**Run 1: sequential cells grouped by signal name**

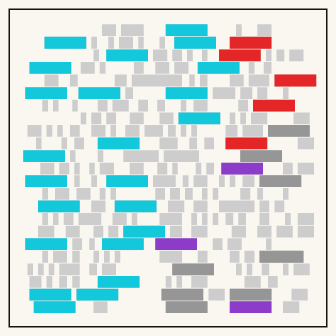
**Run 1: the metal 3 layer**

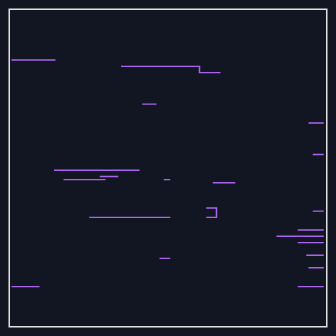
**Run 1: signal metal coverage by tile**

The die is cut into 14 by 14 equal tiles; black is low, pale yellow is high, scaled to the fullest tile. Values are wire area over tile area, all layers added.
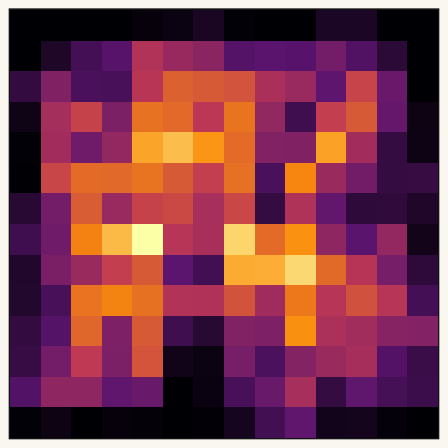
`config.mk`:
```
export PLATFORM = sky130hd
export DESIGN_NAME = sc_screen_sequencer
export DESIGN_NICKNAME = d
export VERILOG_FILES = /design/src/rtl/sc_screen_sequencer.sv
export SDC_FILE = /design/constraint.sdc
export NUM_CORES = 1
export LEC_CHECK = 0
export CAP_MARGIN = 20
export CELL_PAD_IN_SITES_DETAIL_PLACEMENT = 1
export CELL_PAD_IN_SITES_GLOBAL_PLACEMENT = 1
export CORE_MARGIN = 2
export CORE_UTILIZATION = 48
export CTS_CLUSTER_SIZE = 8
export DETAILED_ROUTE_END_ITERATION = 16
export GPL_ROUTABILITY_DRIVEN = 0
export PLACE_DENSITY_LB_ADDON = 0.08
export SLEW_MARGIN = 10
export SYNTH_ARGS = -nofsm -noshare
export SYNTH_HDL_FRONTEND = slang
export SYNTH_SLANG_ARGS = --single-unit
```
`constraint.sdc`:
```
create_clock -name SC_SCREENSEQ_CLOCK_50 -period 5.5 [get_ports SC_SCREENSEQ_CLOCK_50]
set_clock_uncertainty 0.05 [all_clocks]
set_input_delay 1.1 -clock SC_SCREENSEQ_CLOCK_50 [delete_from_list [all_inputs] [get_ports SC_SCREENSEQ_CLOCK_50]]
set_output_delay 1.1 -clock SC_SCREENSEQ_CLOCK_50 [all_outputs]
set_load 0.005 [all_outputs]
```
`src/rtl/sc_screen_sequencer.sv`:
```
// sc_screen_sequencer: game-flow state machine driving the 8x8 LED matrix screen-select code
//   Parameters : TICK_DIV clocks per animation tick, SHIFT_TICKS / END_TICKS ticks held in
//                SHIFT and LOSE/WIN, DIV_WIDTH / TCNT_WIDTH counter widths.
//   Inputs     : SC_SCREENSEQ_CLOCK_50 clock, SC_SCREENSEQ_RESET_InHigh async reset,
//                SC_SCREENSEQ_start_InLow start button (active low), shift/lose/win game flags.
//   Outputs    : SC_SCREENSEQ_select_OutBUS screen code to the row mux, play level,
//                shiftDone / endDone one-cycle pulses, state code for debug. All registered.
module sc_screen_sequencer #(
  parameter int TICK_DIV    = 5000000,
  parameter int DIV_WIDTH   = 23,
  parameter int SHIFT_TICKS = 2,
  parameter int END_TICKS   = 20,
  parameter int TCNT_WIDTH  = 5
) (
  input  logic       SC_SCREENSEQ_CLOCK_50,
  input  logic       SC_SCREENSEQ_RESET_InHigh,
  input  logic       SC_SCREENSEQ_start_InLow,
  input  logic       SC_SCREENSEQ_shift_InHigh,
  input  logic       SC_SCREENSEQ_lose_InHigh,
  input  logic       SC_SCREENSEQ_win_InHigh,
  output logic [2:0] SC_SCREENSEQ_select_OutBUS,
  output logic       SC_SCREENSEQ_play_OutHigh,
  output logic       SC_SCREENSEQ_shiftDone_OutHigh,
  output logic       SC_SCREENSEQ_endDone_OutHigh,
  output logic [2:0] SC_SCREENSEQ_state_OutBUS
);
  typedef enum logic [2:0] {
    IDLE  = 3'b000,
    PLAY  = 3'b001,
    SHIFT = 3'b010,
    LOSE  = 3'b011,
    WIN   = 3'b100
  } state_t;
  state_t                state_q, state_d;
  logic [DIV_WIDTH-1:0]  pre_q, pre_d;
  logic [TCNT_WIDTH-1:0] tcnt_q, tcnt_d;
  logic [2:0]            select_q, select_d;
  logic                  play_q, play_d;
  logic                  shift_done_q, shift_done_d;
  logic                  end_done_q, end_done_d;
  logic                  hist_q, armed_q;
  logic                  start_edge, tick, shift_last, end_last, timed;
  // armed_q only sets once the button has been seen released after reset, so a
  // button held down through reset release cannot masquerade as a fresh press.
  assign start_edge = armed_q & hist_q & ~SC_SCREENSEQ_start_InLow;
  assign tick       = pre_q == DIV_WIDTH'(TICK_DIV - 1);
  assign shift_last = tick && tcnt_q == TCNT_WIDTH'(SHIFT_TICKS - 1);
  assign end_last   = tick && tcnt_q == TCNT_WIDTH'(END_TICKS - 1);
  always_comb begin
    state_d      = state_q;
    shift_done_d = 1'b0;
    end_done_d   = 1'b0;
    case (state_q)
      IDLE:  state_d = start_edge ? PLAY : IDLE;
      PLAY:  state_d = SC_SCREENSEQ_lose_InHigh ? LOSE :
                       SC_SCREENSEQ_win_InHigh  ? WIN  :
                       SC_SCREENSEQ_shift_InHigh ? SHIFT : PLAY;
      SHIFT: begin
        state_d      = SC_SCREENSEQ_lose_InHigh ? LOSE :
                       SC_SCREENSEQ_win_InHigh  ? WIN  :
                       shift_last ? PLAY : SHIFT;
        shift_done_d = !SC_SCREENSEQ_lose_InHigh && !SC_SCREENSEQ_win_InHigh && shift_last;
      end
      LOSE, WIN: begin
        state_d    = end_last ? IDLE : state_q;
        end_done_d = end_last;
      end
      default: state_d = IDLE;
    endcase
    // Counters run only while staying in an animated state; any state entry clears them.
    timed    = state_d == state_q && (state_q == SHIFT || state_q == LOSE || state_q == WIN);
    pre_d    = (!timed || tick) ? '0 : pre_q + DIV_WIDTH'(1);
    tcnt_d   = !timed ? '0 : tcnt_q + TCNT_WIDTH'(tick);
    // LOSE blinks: blank screen on odd tick counts.
    select_d = (state_d == LOSE && tcnt_d[0]) ? 3'b000 : 3'(state_d);
    play_d   = state_d == PLAY;
  end
  always_ff @(posedge SC_SCREENSEQ_CLOCK_50 or posedge SC_SCREENSEQ_RESET_InHigh) begin
    if (SC_SCREENSEQ_RESET_InHigh) begin
      state_q      <= IDLE;
      pre_q        <= '0;
      tcnt_q       <= '0;
      select_q     <= 3'b000;
      play_q       <= 1'b0;
      shift_done_q <= 1'b0;
      end_done_q   <= 1'b0;
      hist_q       <= 1'b1;
      armed_q      <= 1'b0;
    end else begin
      state_q      <= state_d;
      pre_q        <= pre_d;
      tcnt_q       <= tcnt_d;
      select_q     <= select_d;
      play_q       <= play_d;
      shift_done_q <= shift_done_d;
      end_done_q   <= end_done_d;
      hist_q       <= SC_SCREENSEQ_start_InLow;
      armed_q      <= armed_q | SC_SCREENSEQ_start_InLow;
    end
  end
  assign SC_SCREENSEQ_select_OutBUS     = select_q;
  assign SC_SCREENSEQ_play_OutHigh      = play_q;
  assign SC_SCREENSEQ_shiftDone_OutHigh = shift_done_q;
  assign SC_SCREENSEQ_endDone_OutHigh   = end_done_q;
  assign SC_SCREENSEQ_state_OutBUS      = state_q;
endmodule

```
==> metrics.csv, run 1 <==
stage;metric;value;unit
synth;FFs w/ async S/R, synth;100;%
clock_network;Bufs on Longest Clock Path;2;
synth;synth top area cells;dfrtp_1 48%, nor2_1 8.1%, xor2_1 6.2%;
clock_network;CTS tree;yes;
synth;Post-Synth XOR/XNOR Area;10.6;%
final_timing;final hold vios;0;
synth;mux share of post-synthesis cell area;0;%
setup_path;Setup crit end kind;register;
clock_network;clock sinks;39;
setup_path;Worst EP required;5.61;ns
placement;DP Worst Slack;2.38;ns
setup_path;CP Data Arrival Time;2.97;ns
finish;Final Core Density;57.2;%
pwr;Leakage Power;0.970;nW
clock_network;H-tree levels;2;
synth;number of enable flip-flop cells;0;
synth;syn avg cell area;9.82;µm²
clock_network;post-cts hold buffer count;0;
run;MaxCap Viol Count;0;
clock_network;TritonCTS buffer count;5;
status;status;finished, final reports clean;
finish;Final Non-Filler Cells;272;
floorplanning;Core ar.;4000;µm²
global_routing;first-pass GRT wire length;7530;µm
setup_path;worst setup path category;in2reg;
detailed_routing;vias;1530;
placement;Placed Instances;264;
finish;most instantiated logic cells after routing;43 x nor2_1, 38 x dfrtp_1, 18 x nand2_1;
finish;Final nets;230;
final_timing;final setup fails;0;
synth;Yosys chip area;1980;µm²
min_path;Hold Crit Class;reg2reg;
finish;Syn-to-layout area delta;15.5;%
floorplanning;die area;4660;µm²
detailed_routing;drt wl/cell;16.7;µm
final_timing;fin. max-slew vios;0;
setup_path;CP startpoint kind;input port;
placement;Buffers on Ports;14;
finish;most used logic cell in the final layout;nor2_1;
setup_path;r2r setup slk;3.02;ns
synth;Adders+Majority by Area;1.89;%
pwr;Net Switching;0.292;mW
pwr;Reg power frac;40.7;%
final_timing;Fin Hold WS;0.462;ns
floorplanning;chip width;68.3;µm
finish;layout cells sized above 1;7.21;%
detailed_routing;vias per cell;5.63;
finish;n_diodes;0;
global_routing;total grt overflow;0;
clock_network;clk root buf;clkbuf_8;
setup_path;reg-to-reg endpoint;tcnt_q[4];
clock_network;CTS resizes;0;
synth;yosys aoi share;5.74;%
final_timing;Fin Setup TNS;0;ns
pwr;PwrDens;377;nW/µm²
final_timing;Max-slew headroom;44.0;%
clock_network;clk slew on worst S/H paths;0.08;ns
synth;Post-Syn Nets;211;
final_timing;final worst path period share;51.9;%
pwr;share of power burned in combinational logic;30.2;%
pwr;Int Power;0.571;mW
detailed_routing;DRC errors left;0;
final_timing;worst-margin pin slew;0.833;ns
synth;Ys Warns;0;
detailed_routing;number of DRC markers in iteration 0;69;
setup_path;crit path max fanout;16;
synth;main flop type;dfrtp_1;
synth;Synth Seq Share;49.3;%
synth;Top logic family;simple AND/OR/NAND/NOR gates;
floorplanning;row count;23;
global_routing;initial antenna violation count;0;
clock_network;Setup Fix Bufs, Post-CTS;0;
synth;yosys simple share;30.3;%
detailed_routing;first-pass detailed-route iteration total;4;
synth;distinct lib cells;38;
placement;placed wire-length estimate;3250;µm
floorplanning;I/O pins;15;
min_path;HP Start;armed_q;
min_path;cell count of the worst hold path;1;
synth;Max-area cell share;47.9;%
clock_network;Latency at later pin;0.30;ns
setup_path;r2r startpoint;pre_q[0];
final_timing;min Tclk post-route;2.85;ns
floorplanning;Starting Density;49.6;%
synth;Post-Syn Area;1980;µm²
detailed_routing;routed wire length;4550;µm
floorplanning;Die H;68.3;µm
final_timing;f_max;0.350;GHz
run;Tool Warnings;26;
synth;ys cells;202;
min_path;Min-Delay Endpoint;armed_q;
synth;cell type with the largest total area;dfrtp_1;
synth;Cells after Synth;202;
final_timing;worst setup margin;2.65;ns
pwr;Peak supply drop;0.194;mV
setup_path;Reg2Reg Depth;9;
final_timing;unrepaired setup endpoints after global routing;no;
global_routing;vias in the first global route;1505;
global_routing;global-route usage over all layers;22.5;%
## Picture notes: 'sequential cells grouped by signal name'
legend:
  pre_q:
    colour: cyan
    flops: 23
  SC_SCREENSEQ_select_OutBUS:
    colour: purple
    flops: 3
  tcnt_q:
    colour: red
    flops: 5
    where: top right
not coloured: 8

## Picture notes: 'the metal 3 layer'
main direction: horizontal
share of all routed wire: 3.1%
nets with wire on the layer: 17

## Picture notes: 'signal metal coverage by tile'
fullest tile: 0.45
densest ninth of the die: middle
mean over tiles: 0.15

-- run 1: power by group through the flow --
stage	Sequential, mW	Combinational (mW)	Clock, mW
floorplan	0.347	0.180	0
global placement	0.353	0.253	0
detailed placement	0.356	0.263	0
CTS	0.350	0.263	0.255
global route	0.357	0.290	0.268
finish	0.351	0.260	0.251
-- run 1: registers in the layout (all words and copies together) (netlist names) --
register	count
SC_SCREENSEQ_endDone_OutHigh	1
SC_SCREENSEQ_play_OutHigh	1
SC_SCREENSEQ_select_OutBUS	3
SC_SCREENSEQ_shiftDone_OutHigh	1
SC_SCREENSEQ_state_OutBUS	3
armed_q	1
hist_q	1
pre_q	23
tcnt_q	5
-- run 1: cell usage after synthesis (all sizes together) (2+ instances only) --
cell and n:
nor4 5, o32ai 2, xor2 14, nor2 43
nor4bb 2, nor2b 4, o21ai 2, nand2b 4
nand4 5, xnor2 10, nand2 18, ha 3
dfrtp 38, a31oi 2, nor3 2, and3 5
a21oi 4, nor3b 3, inv 6, nand3 9
buf 3, nand4b 2, and2 4, or3 3
-- run 1: worst max-delay path by stage --
stage / start / endpoint / slack (ns) / depth (start not counted)
after floorplan: SC_SCREENSEQ_lose_InHigh / pre_q[11] / 3.31 / 7
after global placement: SC_SCREENSEQ_lose_InHigh / pre_q[2] / 2.53 / 7
after detailed placement: SC_SCREENSEQ_lose_InHigh / tcnt_q[2] / 2.38 / 7
after CTS: SC_SCREENSEQ_lose_InHigh / pre_q[15] / 2.67 / 7
after global routing: SC_SCREENSEQ_lose_InHigh / pre_q[2] / 2.54 / 7
final: SC_SCREENSEQ_lose_InHigh / pre_q[15] / 2.65 / 7
-- run 1: routing by layer --
layer  share of wire [%]  track usage, %
met1                  46            28.9
met2                  50            37.0
met3                 3.1            5.43
met4                 1.4            7.50
met5                   0               0
-- run 1: metrics by stage --
stage	power [mW]	area (µm²)
after floorplan	0.526	1980
after global placement	0.607	2170
after detailed placement	0.619	2170
after CTS	0.869	2290
after global routing	0.915	2290
final	0.862	2290
-- run 1: worst max-delay path: stages --
cell	delay, ns
clkdlybuf4s50_1	0.58
nand2b_1	0.20
nand2_1	0.12
nor2_1	0.18
a31oi_1	0.18
a31oi_4	0.49
nor2_1	0.11
-- run 1: logic make-up after synthesis --
group / count (synthesis)
adders and majority gates: 3
xor gates and xnor gates: 24
and+or+nand+nor: 113
buffers and inverters: 9
AOI/OAI and AO/OA: 14
DFF: 39
-- run 1: layout make-up --
class	instances	area, µm²
inverters	6	22.5
fillers	460	1710
repair buffers	15	148
multi-input cells	154	962
clock inverters	2	35.0
clock buffers	6	82.6
well taps	50	62.6
flip-flops and latches	39	977
==> run 1 -> run 2 <==
--- a/config.mk
+++ b/config.mk
@@ -9,7 +9,7 @@
 export CELL_PAD_IN_SITES_DETAIL_PLACEMENT = 1
 export CELL_PAD_IN_SITES_GLOBAL_PLACEMENT = 1
 export CORE_MARGIN = 2
-export CORE_UTILIZATION = 48
+export CORE_UTILIZATION = 41
 export CTS_CLUSTER_SIZE = 8
 export DETAILED_ROUTE_END_ITERATION = 16
 export GPL_ROUTABILITY_DRIVEN = 0
==> constraint.sdc (replaced) <==
create_clock -name SC_SCREENSEQ_CLOCK_50 -period 2.5 [get_ports SC_SCREENSEQ_CLOCK_50]
set_clock_uncertainty 0.05 [all_clocks]
set_input_delay 0.5 -clock SC_SCREENSEQ_CLOCK_50 [delete_from_list [all_inputs] [get_ports SC_SCREENSEQ_CLOCK_50]]
set_output_delay 0.5 -clock SC_SCREENSEQ_CLOCK_50 [all_outputs]
set_load 0.005 [all_outputs]
**Run 2: the metal 3 layer**

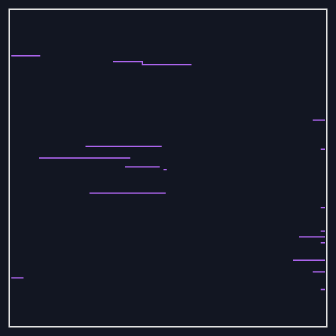
longest straight run: 20.9 µm
nets with wire on the layer: 14
main direction: horizontal

==> run 2 against run 1 <==
  * Global-route usage fell by 3.7 points
  * Non-clock buffer count grew 4
  * Synthesized area unchanged
  * Cell area is 0.93% higher
  * Flip-flop count stayed put
  * Synthesized cell count is the same
  * Sequential power rose by 120%
  * Die size is 16% higher
  * Hold slack worse by 0.038 ns
  * First-iteration DRC count down 4.3%
  * Largest cell class unchanged
==> metrics.csv, run 2 <==
stage;metric;value;unit;change
clock_network;clk slew on worst S/H paths;0.08;ns;about the same
setup_path;crit path max fanout;16;;unchanged
synth;Ys Warns;0;;unchanged
detailed_routing;vias per cell;5.34;;-5.1%
clock_network;Setup Fix Bufs, Post-CTS;0;;unchanged
global_routing;total grt overflow;0;;unchanged
finish;Largest Register;pre_q;;
detailed_routing;first-pass detailed-route iteration total;4;;unchanged
global_routing;largest net degree at the start of global routing;40;;
final_timing;Max-slew headroom;65.5;%;+21 points
floorplanning;Starting Density;42.3;%;-7.3 points
run;MaxCap Viol Count;0;;unchanged
global_routing;first-pass GRT wire length;7670;µm;+1.8%
final_timing;final setup fails;0;;unchanged
finish;most used logic cell in the final layout;nor2_1;;
floorplanning;Core ar.;4690;µm²;+17%
final_timing;final hold vios;0;;unchanged
clock_network;Bufs on Longest Clock Path;2;;unchanged
synth;number of enable flip-flop cells;0;;unchanged
synth;Commonest cells post-synth;43 x nor2_1, 38 x dfrtp_1, 18 x nand2_1;;
pwr;PwrDens;801;nW/µm²;+110%
setup_path;Setup crit end kind;register;;
synth;top-count cell post-synth;nor2_1;;
clock_network;Latency at later pin;0.29;ns;about the same
global_routing;global-route usage over all layers;18.8;%;-3.7 points
pwr;Leakage Power;0.983;nW;+1.3%
clock_network;TritonCTS buffer count;5;;unchanged
synth;ys cells;202;;unchanged
final_timing;min Tclk post-route;2.30;ns;
setup_path;CP startpoint kind;register;;
placement;placed wire-length estimate;3330;µm;+2.5%
floorplanning;I/O pins;15;;unchanged
setup_path;crit path max-delay cell type;nor4_4;;
synth;synth top area cells;dfrtp_1 48%, nor2_1 8.1%, xor2_1 6.2%;;
finish;Largest regs;pre_q: 23 flops, tcnt_q: 5 flops;;
setup_path;crit-path cells;ha_1 -> and2_1 -> nand4b_1 -> nor4_4 -> o21ai_2 -> a31oi_4 -> buf_12 -> nor2_1;;
clock_network;clock sinks;39;;unchanged
final_timing;fin. max-slew vios;0;;unchanged
setup_path;Worst EP required;2.62;ns;-2.99 ns
min_path;Hold Crit Class;reg2reg;;
finish;most instantiated logic cells after routing;43 x nor2_1, 38 x dfrtp_1, 18 x nand2_1;;
pwr;Peak supply drop;0.454;mV;+130%
setup_path;slowest stage delay, CP;0.48;ns;-0.10 ns
detailed_routing;drt wl/cell;16.2;µm;-3.4%
synth;Cells after Synth;202;;unchanged
finish;Final nets;234;;+1.7%
synth;flops out of synthesis;39;;
detailed_routing;number of DRC markers in iteration 0;66;;-4.3%
clock_network;clk root buf;clkbuf_8;;
synth;Post-Syn Nets;211;;unchanged
final_timing;worst setup margin;0.202;ns;-2.44 ns
clock_network;CTS resizes;0;;unchanged
detailed_routing;vias;1494;;-2.4%
global_routing;initial antenna violation count;0;;unchanged
setup_path;worst path bufs/invs;1;;unchanged
finish;layout cells sized above 1;8.41;%;+1.2 points
floorplanning;Die H;73.6;µm;+7.7%
placement;DP Worst Slack;0.172;ns;-2.21 ns
finish;Final Core Density;49.3;%;-8.0 points
synth;Synth Seq Share;49.3;%;unchanged
synth;FFs w/ async S/R, synth;100;%;unchanged
final_timing;final worst path period share;91.9;%;
placement;Buffers on Ports;14;;unchanged
run;Tool Warnings;26;;unchanged
detailed_routing;antenna-violating nets left;0;;
detailed_routing;routed wire length;4520;µm;-0.55%
synth;distinct lib cells;38;;unchanged
floorplanning;chip width;73.6;µm;+7.7%
setup_path;CP top delay family;simple AND/OR/NAND/NOR gates;;
synth;syn avg cell area;9.82;µm²;unchanged
clock_network;post-cts hold buffer count;0;;unchanged
synth;cell type with the largest total area;dfrtp_1;;
setup_path;CP Data Arrival Time;2.42;ns;-0.55 ns
detailed_routing;DRC errors left;0;;unchanged
clock_network;H-tree levels;2;;unchanged
setup_path;worst setup path category;reg2reg;;
global_routing;vias in the first global route;1594;;+5.9%
clock_network;CTS tree;yes;;
synth;main flop type;dfrtp_1;;
finish;max reg flops;23;;unchanged
final_timing;f_max;0.435;GHz;
synth;Post-Syn Area;1980;µm²;unchanged
final_timing;Fin Setup TNS;0;ns;unchanged
floorplanning;die area;5410;µm²;+16%
final_timing;unrepaired setup endpoints after global routing;no;;
synth;Max-area cell share;47.9;%;unchanged
floorplanning;row count;25;;+8.7%
finish;Syn-to-layout area delta;16.5;%;
status;status;finished, final reports clean;;
finish;n_diodes;0;;unchanged
synth;Yosys chip area;1980;µm²;unchanged
final_timing;worst-margin pin slew;0.518;ns;-0.315 ns
**Run 2: port wiring**

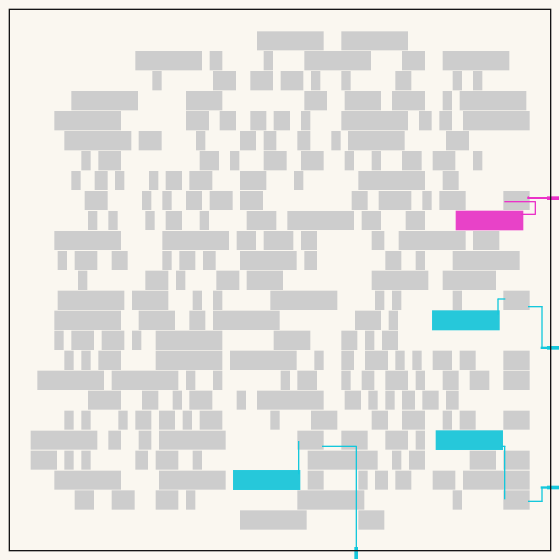
legend:
  SC_SCREENSEQ_select_OutBUS:
    colour: cyan
    direction: output
    edge: 2 right, 1 bottom
    end_cells: 3
    wire: 45.9 µm
  SC_SCREENSEQ_endDone_OutHigh:
    colour: magenta
    direction: output
    edge: right
    end_cells: 1
    wire: 10.4 µm

-- run 2: cells by family (layout without fill, tap and decap cells) --
logic type                 count (synthesis)  count (layout)  share of synthesized area, %
xor gates and xnor gates                  24              24                          10.6
AOI/OAI and AO/OA                         14              14                          5.74
DFF                                       39              39                          49.3
buffers and inverters                      9              33                          2.21
adders and majority gates                  3               3                          1.89
and+or+nand+nor                          113             113                          30.3
-- run 2: worst paths after layout --
| path | start | to | slack [ns] | cells past startpoint |
|---|---|---|---|---|
| max | pre_q[0] | pre_q[12] | 0.20 | 8 |
| min | armed_q | armed_q | 0.42 | 1 |
| max reg2reg | pre_q[0] | pre_q[12] | 0.20 | 8 |
| min reg2reg | armed_q | armed_q | 0.42 | 1 |
| max in group asynchronous | SC_SCREENSEQ_RESET_InHigh | hist_q | 1.45 | 3 |
| min in group asynchronous | SC_SCREENSEQ_RESET_InHigh | pre_q[4] | 0.59 | 3 |
-- run 2: power by group --
group / total (mW) / switching [mW] / internal, mW
Combinational: 0.637 / 0.355 / 0.281
Sequential: 0.771 / 0.0701 / 0.701
Clock: 0.443 / 0.220 / 0.223
-- run 2: layer usage --
layer / share of wire (%) / track usage [%] / vias to the layer above
li1: - / - / 736
met1: 47 / 23.6 / 734
met2: 50 / 32.4 / 20
met3: 2.5 / 4.12 / 4
met4: 1.1 / 4.85 / 0
met5: 0 / 0 / -
-- run 2: layout make-up --
type                       count  area, µm²
timing repair buffer          19        190
inverter                       6       22.5
clock inverter                 1       5.00
tap                           54       67.6
multi-input combinational    154        962
sequential                    39        977
clock buffer                   7       86.3
fill                         539       2380
-- run 2: per-stage QoR --
stage               instances  hold slack (ns)  total power, mW  cell area [µm²]
floorplan                 202            0.390             1.16             1980
global placement          272            0.401             1.42             2220
detailed placement        272            0.407             1.43             2220
CTS                       280            0.427             1.88             2310
global route              280            0.464             1.97             2310
finish                    280            0.423             1.85             2310
No activity file was given, so power comes from the tool's default toggle rates.
